==> config.mk <==
export PLATFORM = sky130hd
export DESIGN_NAME = usb_decode
export DESIGN_NICKNAME = d
export VERILOG_FILES = /design/src/rtl/usb_decode.sv
export SDC_FILE = /design/constraint.sdc
export NUM_CORES = 1
export LEC_CHECK = 0
export CORE_MARGIN = 1.5
export CORE_UTILIZATION = 56
export DETAILED_ROUTE_END_ITERATION = 10
export GPL_TIMING_DRIVEN = 1
export HOLD_SLACK_MARGIN = 0.03
export MAX_ROUTING_LAYER = met4
export PLACE_DENSITY = 0.79
export REMOVE_ABC_BUFFERS = 1
export SLEW_MARGIN = 15
export SYNTH_ARGS = -nofsm -noshare
export SYNTH_HDL_FRONTEND = slang
export SYNTH_SLANG_ARGS = --single-unit
export TNS_END_PERCENT = 20
==> constraint.sdc <==
create_clock -name clock -period 3.3 [get_ports clock]
set_input_delay 0.495 -clock clock [delete_from_list [all_inputs] [get_ports clock]]
set_output_delay 0.495 -clock clock [all_outputs]
set_load 0.05 [all_outputs]
### M1 wires, run 1

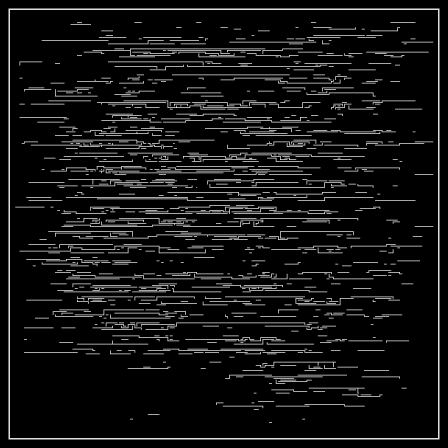
372 nets have wire on it. The wires run mostly horizontal. The layer holds 46% of the routed length. The layer carries 3,820 um of wire.
total length of routed wires: 8364 um
via count: 2,736
met1 layer usage reported by global route: 0.3303

### M2 wires, run 1

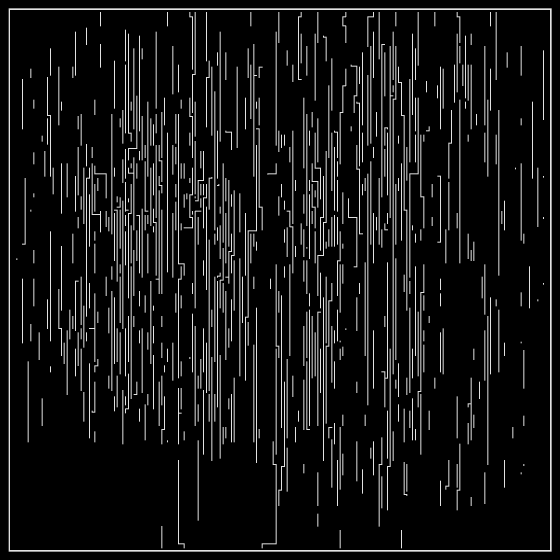
The longest straight run is 45.4 um. The layer carries 4,060 um of wire. 357 nets have wire on it.
global routing usage on met2: 0.3582

### Met3 routing, run 1

Bar = 20 um.
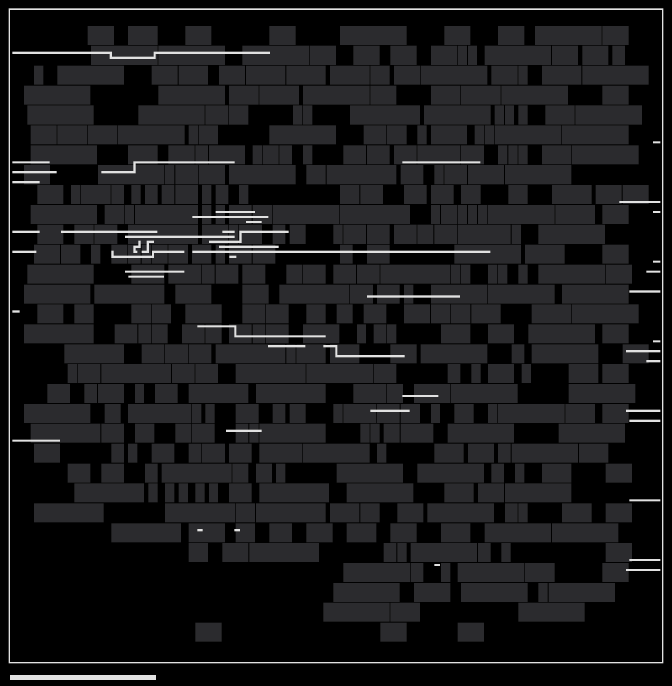
The layer holds 4.0% of the routed length. 41 nets have wire on it. The layer carries 332 um of wire. The longest straight run is 40.5 um.
global routing usage on met3: 0.03416

### Sequential cells colored by netlist name, run 1

Bar = 20 um. Other sequential cells in the stronger gray, the rest of the logic in the fainter gray.
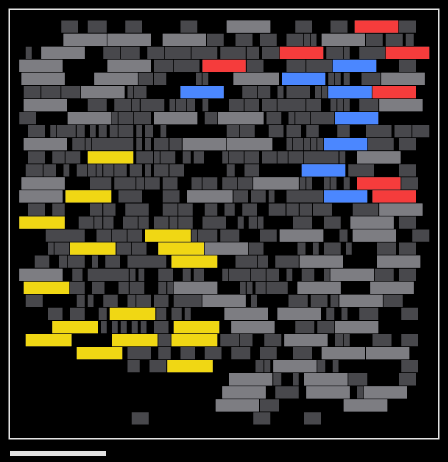
Key: blue = `tok_byte1` [placed flops 8, where upper right]; red = `tok_addr_o` [placed flops 7, where upper right]; yellow = `crc16_q` [placed flops 16]
share of the core filled with cells in the final layout: 0.6760
Seq power: 1470 uW
sequential cell area share: 0.4466
Sequential Area: 2178 um2

==> impl_metrics.yaml, run 1 <==
# yosys + openroad results
setup_path:
  worstRegToRegCells: 6
  ff2ff_setup_slack_ns: 1.07
  critical_path.cell_chain: "clkdlybuf4s50_1, buf_4, xnor2_1, nor3_2, nor4b_4, nor3b_2, mux2_2"
  crit_path_max_incr_delay_ns: 0.70
  critical_path_class: "input pin to flop"
timing:
  worst_clock_skew_ns: 0.006986
  finalSetupViolations: 0
  hold_violations: 0
  fin_worst_hold_slack_ns: 0.4681
  maxClockFrequency_ghz: 0.3743
  finalWorstPathRequiredPeriod_ns: 2.671
  worst-slew-pin-transition_ns: 0.6062
  slew-limit-headroom: 0.5954
  timing.final.max_slew_violations: 0
clock_tree:
  cts_buffers: 9
  clk_pin_slew_ns: 0.09
  cts.sink_count: 86
  cts.root.buffer_cell: "sky130_fd_sc_hd__clkbuf_8"
yosys:
  synth.yosys.num_cells: 349
  synth-edff-count: 0
  yosysTopAreaCellShare: 0.3912
  yosys_warnings: 0
  synth.top_cells.by_area: "sky130_fd_sc_hd__dfrtp_1 39%, sky130_fd_sc_hd__dfstp_2 13%, sky130_fd_sc_hd__mux2_2 7.0%"
floorplanning:
  fp_util: 0.5763
  pin_count: 45
  design.core.area_um2: 7214
worst_hold_path:
  hold_class: "flop to flop"
grt:
  grt_pass1_vias: 2772
  grt_overflow_total: 0
final_layout:
  largest_register_ff_count: 16
  drive_above_1_share: 0.2419
  final_layout_top_logic_cell: "sky130_fd_sc_hd__dfrtp_1"
placement:
  place.gp.congestion: 0.8729
  portBuffers: 44
  post-place-ws_ns: 0.2742
  dp_hpwl_um: 5975
run:
  openroad.warnings: 27
route:
  wire_per_inst_um: 16.73
pwr:
  power.density_cell_area_nw_per_um2: 719.2
  power.ir.vdd_worst_uv: 666.3
outcome:
  run_status: "finished clean"
==> run 1: final cells by class <==
cell class,instances,area (um2)
clock buffers,10,127.6
clock inverters,6,45.04
fillers,560,2337
inverters,4,16.27
multi-input cells,236,1821
flip-flops and latches,86,2178
well taps,99,123.9
repair buffers,59,565.5
==> run 1: power by group <==
group / internal [uW] / total [uW] / switching [uW] / leakage [uW]
sequential: 1320 / 1470 / 151 / 0.00112
combinational: 687 / 1370 / 684 / 0.000949
clock: 277 / 668 / 391 / 0.0000793
total: 2280 / 3510 / 1230 / 0.00215
==> run 1: synth_stat cells (2+ instances only) <==
master / instances
sky130_fd_sc_hd__buf_4: 4
sky130_fd_sc_hd__mux2_4: 10
sky130_fd_sc_hd__o22a_1: 8
sky130_fd_sc_hd__and3_1: 3
sky130_fd_sc_hd__xor2_1: 11
sky130_fd_sc_hd__inv_1: 4
sky130_fd_sc_hd__mux2_2: 26
sky130_fd_sc_hd__o21ai_0: 9
sky130_fd_sc_hd__nor2_1: 20
sky130_fd_sc_hd__buf_6: 5
sky130_fd_sc_hd__nand2_1: 47
sky130_fd_sc_hd__nor3b_1: 2
sky130_fd_sc_hd__xnor3_1: 2
sky130_fd_sc_hd__clkbuf_1: 9
sky130_fd_sc_hd__nand2b_1: 3
sky130_fd_sc_hd__buf_2: 4
sky130_fd_sc_hd__mux2i_1: 8
sky130_fd_sc_hd__a22oi_1: 3
sky130_fd_sc_hd__nand3_1: 4
sky130_fd_sc_hd__nor2b_1: 4
sky130_fd_sc_hd__a2bb2oi_1: 4
sky130_fd_sc_hd__o32ai_1: 2
sky130_fd_sc_hd__a21oi_1: 9
sky130_fd_sc_hd__dfrtp_1: 65
sky130_fd_sc_hd__nor3_1: 3
sky130_fd_sc_hd__a31oi_1: 2
sky130_fd_sc_hd__xnor2_1: 25
sky130_fd_sc_hd__nor4_1: 3
sky130_fd_sc_hd__xor2_2: 2
sky130_fd_sc_hd__ha_1: 3
sky130_fd_sc_hd__o31ai_1: 2
sky130_fd_sc_hd__dfstp_2: 21
==> run 1: per-layer routing <==
layer	vias up	wire (um)	share of wire
met5	-	0	0
li1	1288	-	-
met2	72	4056	0.48
met3	11	331	0.040
met1	1365	3815	0.46
met4	0	160	0.019
==> run 1: cells by family (layout without fill, tap and decap cells) <==
logic type               Yosys count  after routing  synth area share
buffers and inverters             27             79           0.03822
XOR/XNOR                          41             41            0.1002
flip-flops                        86             86            0.5239
AND-OR/OR-AND                     46             46           0.07704
multiplexers                      44             44            0.1258
AND/OR/NAND/NOR                  101            101            0.1249
other                              1              1         0.0009019
adder cells (fa/ha/maj)            3              3          0.009029
==> run 1: stage by stage <==
| step | instances | total power, uW | instance area [um2] |
|---|---|---|---|
| finish | 500 | 3508 | 4877 |
| global route | 500 | 3719 | 4877 |
| CTS | 500 | 3517 | 4877 |
| detailed placement | 484 | 2842 | 4705 |
| global placement | 484 | 2790 | 4705 |
| floorplan | 326 | 2565 | 4014 |
==> run 1: critical path, delay by kind of cell <==
family / cells / cell delay [ns]
and+or+nand+nor: 3 / 1.02
buffers and inverters: 2 / 0.94
muxes: 1 / 0.37
xor gates and xnor gates: 1 / 0.11
### Routing congestion, run 1

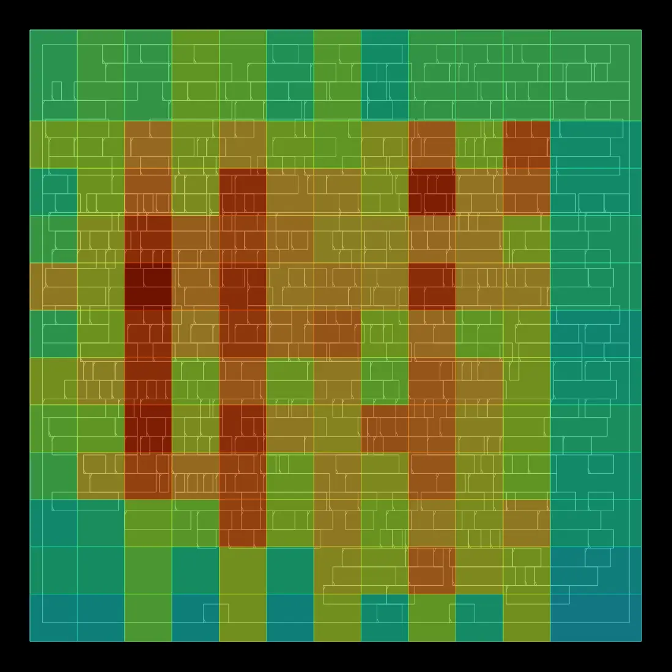

==> run 2: changes to the inputs <==
--- a/config.mk
+++ b/config.mk
@@ -6,12 +6,12 @@
 export NUM_CORES = 1
 export LEC_CHECK = 0
 export CORE_MARGIN = 1.5
-export CORE_UTILIZATION = 56
+export CORE_UTILIZATION = 51
 export DETAILED_ROUTE_END_ITERATION = 10
 export GPL_TIMING_DRIVEN = 1
 export HOLD_SLACK_MARGIN = 0.03
 export MAX_ROUTING_LAYER = met4
-export PLACE_DENSITY = 0.79
+export PLACE_DENSITY = 0.76
 export REMOVE_ABC_BUFFERS = 1
 export SLEW_MARGIN = 15
 export SYNTH_ARGS = -nofsm -noshare
==> constraint.sdc (replaced) <==
create_clock -name clock -period 2.45 [get_ports clock]
set_input_delay 0.3675 -clock clock [delete_from_list [all_inputs] [get_ports clock]]
set_output_delay 0.3675 -clock clock [all_outputs]
set_load 0.05 [all_outputs]
### Routing congestion, run 2

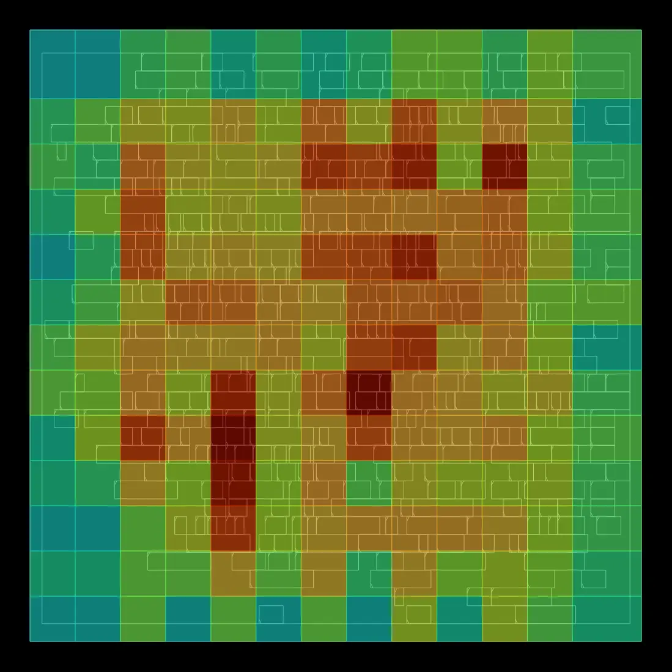
global routing usage on met3: 0.06098
share of the core filled with cells in the final layout: 0.6652
GRT busiest layer: met2
met1 layer usage reported by global route: 0.2990
global routing usage on met2: 0.3623

==> run 2 against run 1 <==
  * Synthesized cell count unchanged
  * Clock skew increased by 0.0026 ns
  * Cell area increased by 6.5%
  * Sequential power increased by 34%
  * Cell count increased by 8.2%
  * Sequential cell count unchanged
  * Register-to-register slack got worse by 0.86 ns
  * Via count increased by 6.8%
  * Utilization decreased by 1.1 points
  * Power increased by 50%
  * Count of clock-buffer cells in the layout increased by 1
  * Hold slack got worse by 0.062 ns
  * Highest routed layer unchanged
==> impl_metrics.yaml, run 2 <==
# yosys + openroad results
timing:
  slew-limit-headroom: 0.6472
  finalWorstPathRequiredPeriod_ns: 2.298
  worst_clock_skew_ns: 0.009610
  finalSetupViolations: 0
  fin_worst_hold_slack_ns: 0.4061
  timing.final.max_slew_violations: 0
  hold_violations: 0
placement:
  portBuffers: 44
  dp_hpwl_um: 6227
  post-place-ws_ns: -0.1978
  place.gp.congestion: 0.9065
floorplanning:
  fp_util: 0.5325
  pin_count: 45
  design.core.area_um2: 7807
pwr:
  report.power.total_uw: 5247
  power.density_cell_area_nw_per_um2: 1010
  power.ir.vdd_worst_uv: 724.8
yosys:
  synth-edff-count: 0
  synth.top_cells.by_area: "sky130_fd_sc_hd__dfrtp_1 39%, sky130_fd_sc_hd__dfstp_2 13%, sky130_fd_sc_hd__mux2_2 7.0%"
  synth_top_cell_by_count: "sky130_fd_sc_hd__dfrtp_1"
  synth.yosys.num_cells: 349
  yosysTopAreaCellShare: 0.3912
  yosys_warnings: 0
setup_path:
  crit_family: "buffers and inverters"
  timing.critical_path.depth: 8
  cp.buffers_inverters: 3
  crit_path_max_incr_delay_ns: 0.69
  critical_path_class: "input pin to flop"
  worstRegToRegCells: 6
  critical_path.cell_chain: "clkdlybuf4s50_1, buf_4, xor2_1, xnor2_1, nand2_1, nor4_4, buf_4, mux2_2"
clock_tree:
  cts.root.buffer_cell: "sky130_fd_sc_hd__clkbuf_8"
  clk_pin_slew_ns: 0.08
  cts.sink_count: 86
  cts_buffers: 9
final_layout:
  final_area_um2: 5194
  drive_above_1_share: 0.3075
grt:
  grt_pass1_vias: 3041
  grt_overflow_total: 0
outcome:
  run_status: "finished clean"
route:
  wire_per_inst_um: 16.83
run:
  openroad.warnings: 27
worst_hold_path:
  hold_class: "input pin to asynchronous set/reset pin"
[run 2: cell counts after synthesis]
No cell type changed its count.
[run 2: power breakdown]
part | internal, uW | switching, uW | total, uW
Sequential | 1770 | 195 | 1970
Combinational | 1240 | 1030 | 2280
Clock | 499 | 505 | 1000
[run 2: layout make-up]
class                      instances  area [um2]
clock buffer                      11       141.4
clock inverter                     5       58.81
fill                             603        2614
inverter                           4       16.27
multi-input combinational        236        1821
sequential                        86        2178
tap                              102       127.6
timing repair buffer              97       850.8
[run 2: cells by family (layout without fill, tap and decap cells)]
kind of cell | after synthesis | in the layout | synth area share
AND/OR/NAND/NOR | 101 | 101 | 0.1249
flip-flops | 86 | 86 | 0.5239
AND-OR/OR-AND | 46 | 46 | 0.07704
multiplexers | 44 | 44 | 0.1258
XOR/XNOR | 41 | 41 | 0.1002
buffers and inverters | 27 | 117 | 0.03822
adder cells (fa/ha/maj) | 3 | 3 | 0.009029
other | 1 | 1 | 0.0009019
[run 2: worst register-to-register path: stages (launching register included)]
cell and delay (ns):
sky130_fd_sc_hd__dfstp_2 0.56, sky130_fd_sc_hd__xor2_2 0.20, sky130_fd_sc_hd__xor2_1 0.27, sky130_fd_sc_hd__xor2_1 0.17
sky130_fd_sc_hd__nor4_4 0.34, sky130_fd_sc_hd__buf_4 0.25, sky130_fd_sc_hd__mux2_2 0.36
[run 2: per-layer routing]
layer | GRT usage | up-vias | share of wire
met5 | - | - | 0
met4 | 0.1124 | 0 | 0.040
met3 | 0.06098 | 29 | 0.045
met2 | 0.3623 | 79 | 0.48
met1 | 0.2990 | 1446 | 0.44
li1 | - | 1369 | -
[run 2: per-stage QoR]
| stage | setup TNS [ns] | instances | util |
|---|---|---|---|
| after detailed placement | -3.560 | 525 | 0.6396 |
| after global placement | -1.611 | 525 | 0.6396 |
| after global routing | 0 | 541 | 0.6652 |
| after CTS | 0 | 541 | 0.6652 |
| after floorplan | -6.799 | 326 | - |
| final | 0 | 541 | 0.6652 |
No activity file was given, so power comes from the tool's default toggle rates.
